File: src/rtl/div_unit_m1.sv
// Iterative 16-bit radix-2 restoring divider feeding the writeback stage.
// Handles signed/unsigned quotient or remainder; one operation in flight at a time.
module div_unit_m1 (
  input  logic        clk,
  input  logic        sync_rst_n,
  input  logic        clk_en,
  input  logic        flush,
  input  logic        issue_valid,
  output logic        issue_ready,
  input  logic [15:0] dividend,
  input  logic [15:0] divisor,
  input  logic        is_signed,
  input  logic        want_rem,
  input  logic [3:0]  dest_addr,
  input  logic        wb_stall,
  output logic [15:0] div_data,
  output logic [3:0]  div_dest_addr,
  output logic        div_valid,
  output logic        busy,
  output logic [2:0]  state_dbg
);

  // Handshake: an operation transfers on a rising edge where clk_en, issue_valid
  // and issue_ready are all high and flush is low; issue_ready depends on state only.
  typedef enum logic [2:0] {
    IDLE = 3'd0,
    PREP = 3'd1,
    ITER = 3'd2,
    FIX  = 3'd3,
    DONE = 3'd4
  } state_t;

  state_t state, state_nxt;

  logic [15:0] op_a, op_b;
  logic        op_signed, op_rem;
  logic [3:0]  op_dest;
  logic        neg_q, neg_r, div_zero;
  logic [15:0] rem_q, quo_q, dvs_abs;
  logic [3:0]  cnt;

  logic [16:0] rem_sh;
  logic        rem_ge;
  logic [15:0] rem_sub;
  logic [15:0] a_abs, b_abs;
  logic [15:0] q_fix, r_fix;

  assign issue_ready = (state == IDLE);
  assign busy        = (state != IDLE);
  assign state_dbg   = state;

  always_comb begin
    rem_sh  = {rem_q, quo_q[15]};
    rem_ge  = (rem_sh >= {1'b0, dvs_abs});
    rem_sub = rem_sh[15:0] - dvs_abs;
    a_abs   = (op_signed && op_a[15]) ? (~op_a + 16'd1) : op_a;
    b_abs   = (op_signed && op_b[15]) ? (~op_b + 16'd1) : op_b;
    // Divide-by-zero results are architectural constants, never sign-corrected.
    q_fix   = (neg_q && !div_zero) ? (~quo_q + 16'd1) : quo_q;
    r_fix   = (neg_r && !div_zero) ? (~rem_q + 16'd1) : rem_q;
  end

  always_comb begin
    state_nxt = state;
    if (flush) begin
      state_nxt = IDLE;
    end else begin
      case (state)
        IDLE: if (issue_valid) state_nxt = PREP;
        PREP: state_nxt = (op_b == 16'd0) ? FIX : ITER;
        ITER: if (cnt == 4'd0) state_nxt = FIX;
        FIX:  state_nxt = DONE;
        DONE: if (!wb_stall) state_nxt = IDLE;
        default: state_nxt = IDLE;
      endcase
    end
  end

  always_ff @(posedge clk) begin
    if (!sync_rst_n) begin
      state <= IDLE;
    end else if (clk_en) begin
      state <= state_nxt;
    end
  end

  always_ff @(posedge clk) begin
    if (!sync_rst_n) begin
      op_a          <= 16'd0;
      op_b          <= 16'd0;
      op_signed     <= 1'b0;
      op_rem        <= 1'b0;
      op_dest       <= 4'd0;
      neg_q         <= 1'b0;
      neg_r         <= 1'b0;
      div_zero      <= 1'b0;
      rem_q         <= 16'd0;
      quo_q         <= 16'd0;
      dvs_abs       <= 16'd0;
      cnt           <= 4'd0;
      div_data      <= 16'd0;
      div_dest_addr <= 4'd0;
      div_valid     <= 1'b0;
    end else if (clk_en) begin
      if (flush) begin
        div_valid <= 1'b0;
      end else begin
        case (state)
          IDLE: begin
            if (issue_valid) begin
              op_a      <= dividend;
              op_b      <= divisor;
              op_signed <= is_signed;
              op_rem    <= want_rem;
              op_dest   <= dest_addr;
            end
          end
          PREP: begin
            neg_q   <= op_signed & (op_a[15] ^ op_b[15]);
            neg_r   <= op_signed & op_a[15];
            dvs_abs <= b_abs;
            cnt     <= 4'd15;
            if (op_b == 16'd0) begin
              div_zero <= 1'b1;
              quo_q    <= 16'hFFFF;
              rem_q    <= op_a;
            end else begin
              div_zero <= 1'b0;
              quo_q    <= a_abs;
              rem_q    <= 16'd0;
            end
          end
          ITER: begin
            // Restoring step: keep the subtraction only when it does not go negative.
            rem_q <= rem_ge ? rem_sub : rem_sh[15:0];
            quo_q <= {quo_q[14:0], rem_ge};
            if (cnt != 4'd0) cnt <= cnt - 4'd1;
          end
          FIX: begin
            div_data      <= op_rem ? r_fix : q_fix;
            div_dest_addr <= op_dest;
            div_valid     <= 1'b1;
          end
          DONE: begin
            if (!wb_stall) div_valid <= 1'b0;
          end
          default: ;
        endcase
      end
    end
  end

endmodule

File: config.mk
export PLATFORM = sky130hd
export DESIGN_NAME = div_unit_m1
export DESIGN_NICKNAME = d
export VERILOG_FILES = /design/src/rtl/div_unit_m1.sv
export SDC_FILE = /design/constraint.sdc
export NUM_CORES = 1
export LEC_CHECK = 0
export CAP_MARGIN = 20
export CORE_MARGIN = 1
export CORE_UTILIZATION = 29
export DETAILED_ROUTE_END_ITERATION = 8
export GPL_TIMING_DRIVEN = 0
export HOLD_SLACK_MARGIN = 0.06
export PLACE_DENSITY = 0.47
export SYNTH_ARGS = -nofsm -noshare
export SYNTH_HDL_FRONTEND = slang
export SYNTH_SLANG_ARGS = --single-unit
File: constraint.sdc
create_clock -name clk -period 6.3 [get_ports clk]
set_clock_uncertainty 0.2 [all_clocks]
set_input_delay 0.63 -clock clk [delete_from_list [all_inputs] [get_ports clk]]
set_output_delay 0.63 -clock clk [all_outputs]
set_load 0.01 [all_outputs]
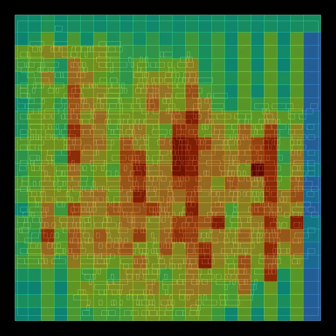
*Routing congestion map, run 1*
Final Util: 36.8%
grt met3 use: 3.67%
M2 GR Usage: 31.1%
DR WL/cell: 17.9 µm
met1 usage: 25.5%

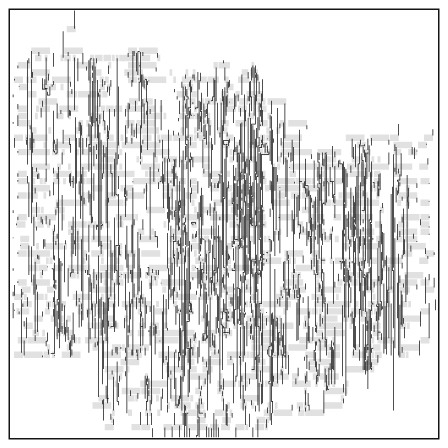
*Met2 routing, run 1*
Cells faint in the background.
share of all routed wire: 45%
nets with wire on the layer: 810
longest straight run: 99.5 µm

==> results.cfg, run 1 <==
; synthesis and place-and-route metrics
[logic_synthesis]
xor_share_pct = 7.66
syn_area_um2 = 7320
ys_sh_simple_pct = 21.2
ys_warn_count = 0
area_leaders = dfxtp_1, nand2_1, a21boi_0
fa_ha_area_share_pct = 3.86

[status]
status = completed

[floorplan]
die_w_um = 161
core_um2 = 24500

[grt]
track_usage_pct = 19.3
grt_pass1_vias = 6755

[power_and_ir_drop]
p_clk_share_pct = 46.9
ir_drop_mv = 0.128
p_leak_nw = 3.42
p_per_area_nw_per_um2 = 247

[timing]
finalSetupTns_ns = 0
rsz0062_at_grt = no
finalClockPeriodUsage_pct = 48.8

[final_layout]
buf_share_pct = 10.6
clk_share_pct = 7.00
comb_cells = 706

[clocking]
clockBufferDepth = 2
postCtsSetupRepairBufs = 0
insertion_delay_ns = 0.43

[setup_path]
crit_type = reg2reg
worstPathCellList = ha_1, a21o_1, o21bai_1, a221oi_2, nand2_1, nor2_1, mux2_2, a21oi_1
rr_worst_depth = 8
cp_top_family = AND-OR/OR-AND gates
slowest_delay_ns = 0.56
cp-end-kind = flop
crit_buf_inv = 0
crit_slowest_cell = dfxtp_1
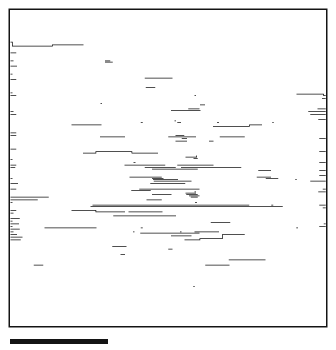
*M3 wires, run 1*
Bar = 50 µm.
main direction: horizontal
longest straight run: 97.5 µm
nets with wire on the layer: 102

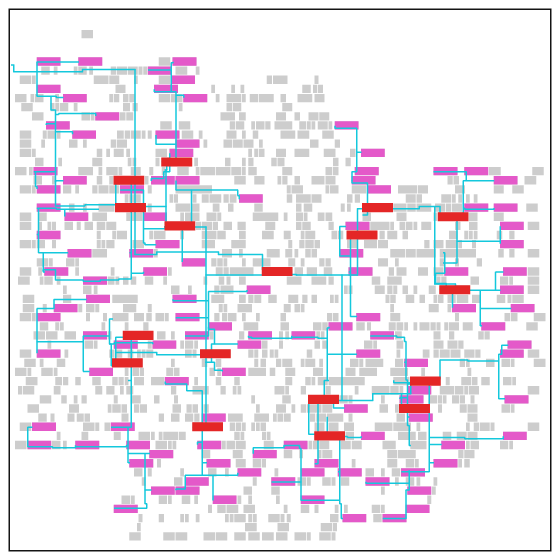
*Clock distribution, run 1*
[red] clock drivers | count: 17
[magenta] flip-flops | count: 117
[cyan] clock wires | length: 1930 µm
routed clock nets: 18

run 1: power by group through the flow:
stage | combinational, W | clock, W | sequential (W)
3_3_place_gp | 0.000401 | 0 | 0.000800
2_1_floorplan | 0.000284 | 0 | 0.000791
6_report | 0.000401 | 0.00105 | 0.000784
4_1_cts | 0.000401 | 0.00106 | 0.000784
5_1_grt | 0.000440 | 0.00110 | 0.000787
3_5_place_dp | 0.000399 | 0 | 0.000800
run 1: kinds of logic (layout without fill, tap and decap cells):
group           Yosys count  count (layout)
fa+ha+maj                22              22
buf+inv                  93             192
mux                       9               9
flops                   117             117
compound gates          284             284
simple gates            327             327
xor+xnor                 64              64
run 1: how the worst max path moves through the flow:
stage | to | slack (ns)
floorplan | rem_q[4] | 3.74
global placement | div_data[3] | 2.97
detailed placement | div_data[3] | 2.91
CTS | rem_q[4] | 3.22
global route | rem_q[4] | 2.97
finish | rem_q[4] | 3.23
run 1: metal layers:
metal / global-route usage (%) / part of all wire (%) / vias up
li1: - / - / 3428
met1: 25.5 / 48 / 3144
met2: 31.1 / 45 / 180
met3: 3.67 / 4.6 / 36
met4: 7.25 / 2.6 / 0
met5: 0 / 0 / -
run 1: flip-flops by register name, indices dropped and copies added, names as in the netlist:
register,cells
state_dbg,3
div_data,16
op_a,16
cnt,4
div_zero,1
rem_q,16
op_b,16
neg_r,1
dvs_abs,16
neg_q,1
op_rem,1
div_dest_addr,4
op_dest,4
div_valid,1
quo_q,16
op_signed,1
run 1: per-stage QoR:
step	cells	area, µm²	util [%]	power [W]	hold slack [ns]
after floorplan	916	7320	-	0.00108	0.235
after global placement	1307	8400	34.2	0.00120	0.250
after detailed placement	1307	8400	34.2	0.00120	0.257
after CTS	1339	9030	36.8	0.00225	0.265
after global routing	1339	9030	36.8	0.00232	0.284
final	1339	9030	36.8	0.00223	0.258
### Gate families picked out, run 1

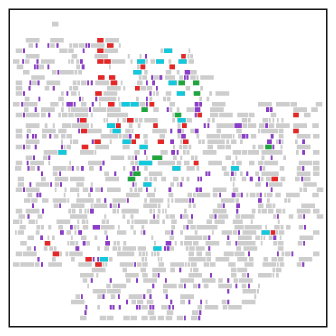

## Run 2: what changed since run 1
- clock period: 6.3 -> 3 ns (I/O delays scaled with it)
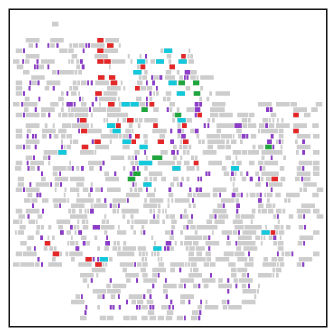
*Gate families picked out, run 2*
[purple] nand cells | cells: 226 | most used: nand2_1 | where: widely spread
[red] non-inverting ao/oa cells | cells: 37 | most used: o211a_1
[green] mux cells | cells: 9 | most used: mux2i_1
[cyan] fa/ha/maj cells | cells: 22 | most used: ha_1

==> run 2 against run 1 <==
Effect of this change:
- sequential share of layout area is essentially flat
- sequential power up 110%
- non-clock buffer count up 1
- critical endpoint is now rem_q[12]
- clock-buffer cell count stayed put
- via count rose by 0.82%
- critical path type unchanged
- cell count hardly changed
==> results.cfg, run 2 <==
; synthesis and place-and-route metrics
[power_and_ir_drop]
p_per_area_nw_per_um2 = 519
p_leak_nw = 3.43
ir_drop_mv = 0.268
seq-power_w = 0.00165
power_leader = clock
p_clk_w = 0.00220

[placement]
dpl.cell_count = 1307

[clocking]
insertion_delay_ns = 0.43

[routing]
drt-met1-wl_um = 11500
wl_met2_um = 10800
dr_wl_met3_um = 1140
top_layer_used = met4

[status]
status = completed

[setup_path]
crit_buf_inv = 2
cp-end-kind = flop
crit_slowest_cell = fa_1

[final_layout]
final_cells = 1340

[logic_synthesis]
area_leaders = dfxtp_1, nand2_1, a21boi_0
syn_area_um2 = 7320

[floorplan]
die_w_um = 161

[grt]
grt_pass1_vias = 6753
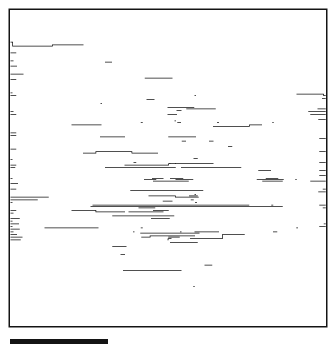
*M3 wires, run 2*
Bar = 50 µm.
longest straight run: 97.5 µm
main direction: horizontal
share of all routed wire: 4.7%
nets with wire on the layer: 98

run 2: final timing paths:
path | slack, ns | from | depth (start not counted) | endpoint
setup / recovery | 0.12 | quo_q[15] | 11 | rem_q[12]
hold / removal | 0.13 | clk_en | 3 | div_valid
setup reg to reg | 0.12 | quo_q[15] | 11 | rem_q[12]
hold reg to reg | 0.26 | div_data[13] | 2 | div_data[13]
run 2: worst min-delay path, cell delays in order:
cell and delay [ns]:
clkbuf_1 0.17, o21ai_0 0.11, and3_1 0.15
run 2: final cells by class:
cell class              count  area share [%]
clock buffers              25            5.70
inverters                  30            1.24
clock inverters             7            1.29
well taps                 324            4.48
repair buffers             68            7.50
plain buffers              63            3.14
multi-input cells         706            50.7
flip-flops and latches    117            25.9
run 2: metal layers:
metal | track usage, % | vias to the layer above
met5 | 0 | -
met4 | 7.25 | 0
met3 | 3.67 | 36
met2 | 31.1 | 172
met1 | 25.5 | 3200
li1 | - | 3436
run 2: what timing repair did:
action	CTS	global route
setup endpoints to repair	2	7
resized	1	4
setup buffers	0	1
endpoints found under the hold margin	0	0
pin swaps	1	1
hold buffers	0	0
run 2: logic make-up (layout without fill, tap and decap cells):
| group | Yosys count | in the layout | synth area share, % |
|---|---|---|---|
| and+or+nand+nor | 327 | 327 | 21.2 |
| AOI/OAI and AO/OA | 284 | 284 | 28.5 |
| DFF | 117 | 117 | 32.0 |
| buffers and inverters | 93 | 193 | 5.42 |
| xor gates and xnor gates | 64 | 64 | 7.66 |
| adders and majority gates | 22 | 22 | 3.86 |
| muxes | 9 | 9 | 1.33 |
run 2: through the flow:
stage | hold WS (ns) | util (%)
global route | 0.148 | 36.9
floorplan | 0.235 | -
global placement | 0.250 | 34.2
detailed placement | 0.257 | 34.2
finish | 0.133 | 36.9
CTS | 0.129 | 36.8
### Routing congestion map, run 2

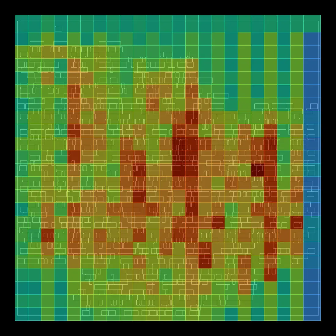

## Run 3: what changed since run 2
- GPL_TIMING_DRIVEN: 0 -> not set
- MAX_ROUTING_LAYER: not set -> met4
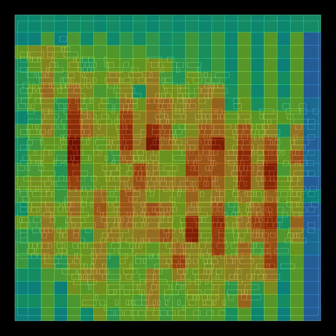
*Routing congestion map, run 3*
M2 GR Usage: 27.3%
met1 usage: 24.0%
gr busiest metal: met2

==> run 3 against run 2 <==
Effect of this change:
- cell count down 2.0%
- synthesized cell count stayed put
- non-clock buffer count down 27
- core utilization is essentially flat
- area after synthesis is the same
- maximum frequency increased by 4.5%
- highest routed layer unchanged
==> results.cfg, run 3 <==
; synthesis and place-and-route metrics
[status]
status = completed

[final_layout]
area_delta_synth_final_pct = 23.5
fin_util_pct = 36.8

[logic_synthesis]
fa_ha_area_share_pct = 3.86
xor_share_pct = 7.66
topCombFamilyByArea = AND-OR/OR-AND gates
syn_area_um2 = 7320
top_cell = nand2_1
ys_seq_elements = 117
ys_async_sr_fraction_pct = 0
ys_top_cells_by_count = nand2_1, dfxtp_1, a21boi_0
synthCells = 916
ys_sh_simple_pct = 21.2
area_leaders = dfxtp_1, nand2_1, a21boi_0
mux_share_pct = 1.33
ys_sh_aoi_pct = 28.5

[clocking]
htreeDepth = 4
postCtsSetupRepairBufs = 0
ctsHoldBuffers = 0
cts_resized = 0
insertion_delay_ns = 0.42

[timing]
hold_violations = 0
fmax_mhz = 362
drv_slew = 0
hold_slack_ns = 0.102
rsz0062_at_grt = no

[power_and_ir_drop]
ir_drop_mv = 0.310
p_per_area_nw_per_um2 = 508
p_leak_nw = 3.47

[min_path]
holdPathStages = 2

[flow_run]
cap_violations = 0

[setup_path]
rr_worst_depth = 10
crit_slowest_cell = ha_1
cp_num_cells = 10
arrival_ns = 2.86
cp-end-kind = flop
crit_type = reg2reg
crit_buf_inv = 2

[floorplan]
die_w_um = 161

[grt]
grt_pass1_vias = 6425
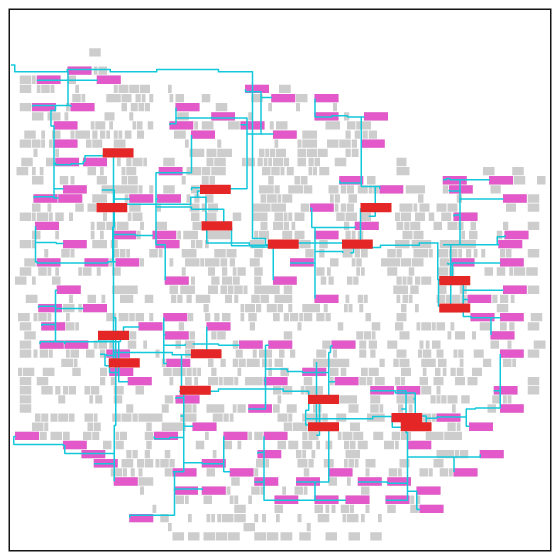
*Clock distribution, run 3*
[cyan] clock wires | length: 1870 µm
[red] clock drivers | count: 17
[magenta] flip-flops | count: 117
flops lie: widely spread

[run 3: cell counts after synthesis]
Identical to the previous run, type by type.
[run 3: kinds of logic after synthesis]
kind of cell	after synthesis
compound gates	284
xor+xnor	64
fa+ha+maj	22
buf+inv	93
flops	117
mux	9
simple gates	327
[run 3: area by class of cell]
class / count / area share (%)
Multi-Input combinational cell: 706 / 50.7
Sequential cell: 117 / 25.9
Timing Repair Buffer: 104 / 10.8
Clock buffer: 18 / 4.86
Tap cell: 324 / 4.49
Clock inverter: 14 / 1.97
Inverter: 30 / 1.25
[run 3: metrics by stage]
step / total power, W / std cells / worst slack, ns / cell area [µm²]
floorplan: 0.00226 / 916 / 0.437 / 7320
global placement: 0.00248 / 1279 / 0.263 / 8400
detailed placement: 0.00248 / 1279 / 0.212 / 8400
CTS: 0.00464 / 1311 / 0.181 / 9020
global route: 0.00480 / 1313 / 0.0562 / 9040
finish: 0.00459 / 1313 / 0.239 / 9040
[run 3: power by group]
part,switching [W],total (W),leakage (nW),internal [W]
clock network,0.000798,0.00213,0.301,0.00134
logic,0.000461,0.000811,2.23,0.000350
registers,0.0000545,0.00165,0.946,0.00159
total,0.00131,0.00459,3.47,0.00328
[run 3: routing by layer]
metal | vias up | GRT usage, % | routed length, µm
met5 | - | - | 0
met4 | 0 | 4.16 | 272
met3 | 21 | 3.15 | 830
met2 | 158 | 27.3 | 9720
met1 | 3152 | 24.0 | 10800
li1 | 3369 | - | -
[run 3: worst paths after layout]
path                             startpoint           to  slack [ns]
worst min register to register  div_data[5]  div_data[5]        0.26
worst max-delay path            dvs_abs[10]     rem_q[9]        0.24
worst max register to register  dvs_abs[10]     rem_q[9]        0.24
worst min-delay path             sync_rst_n  dvs_abs[12]        0.10
No activity file was given, so power comes from the tool's default toggle rates.
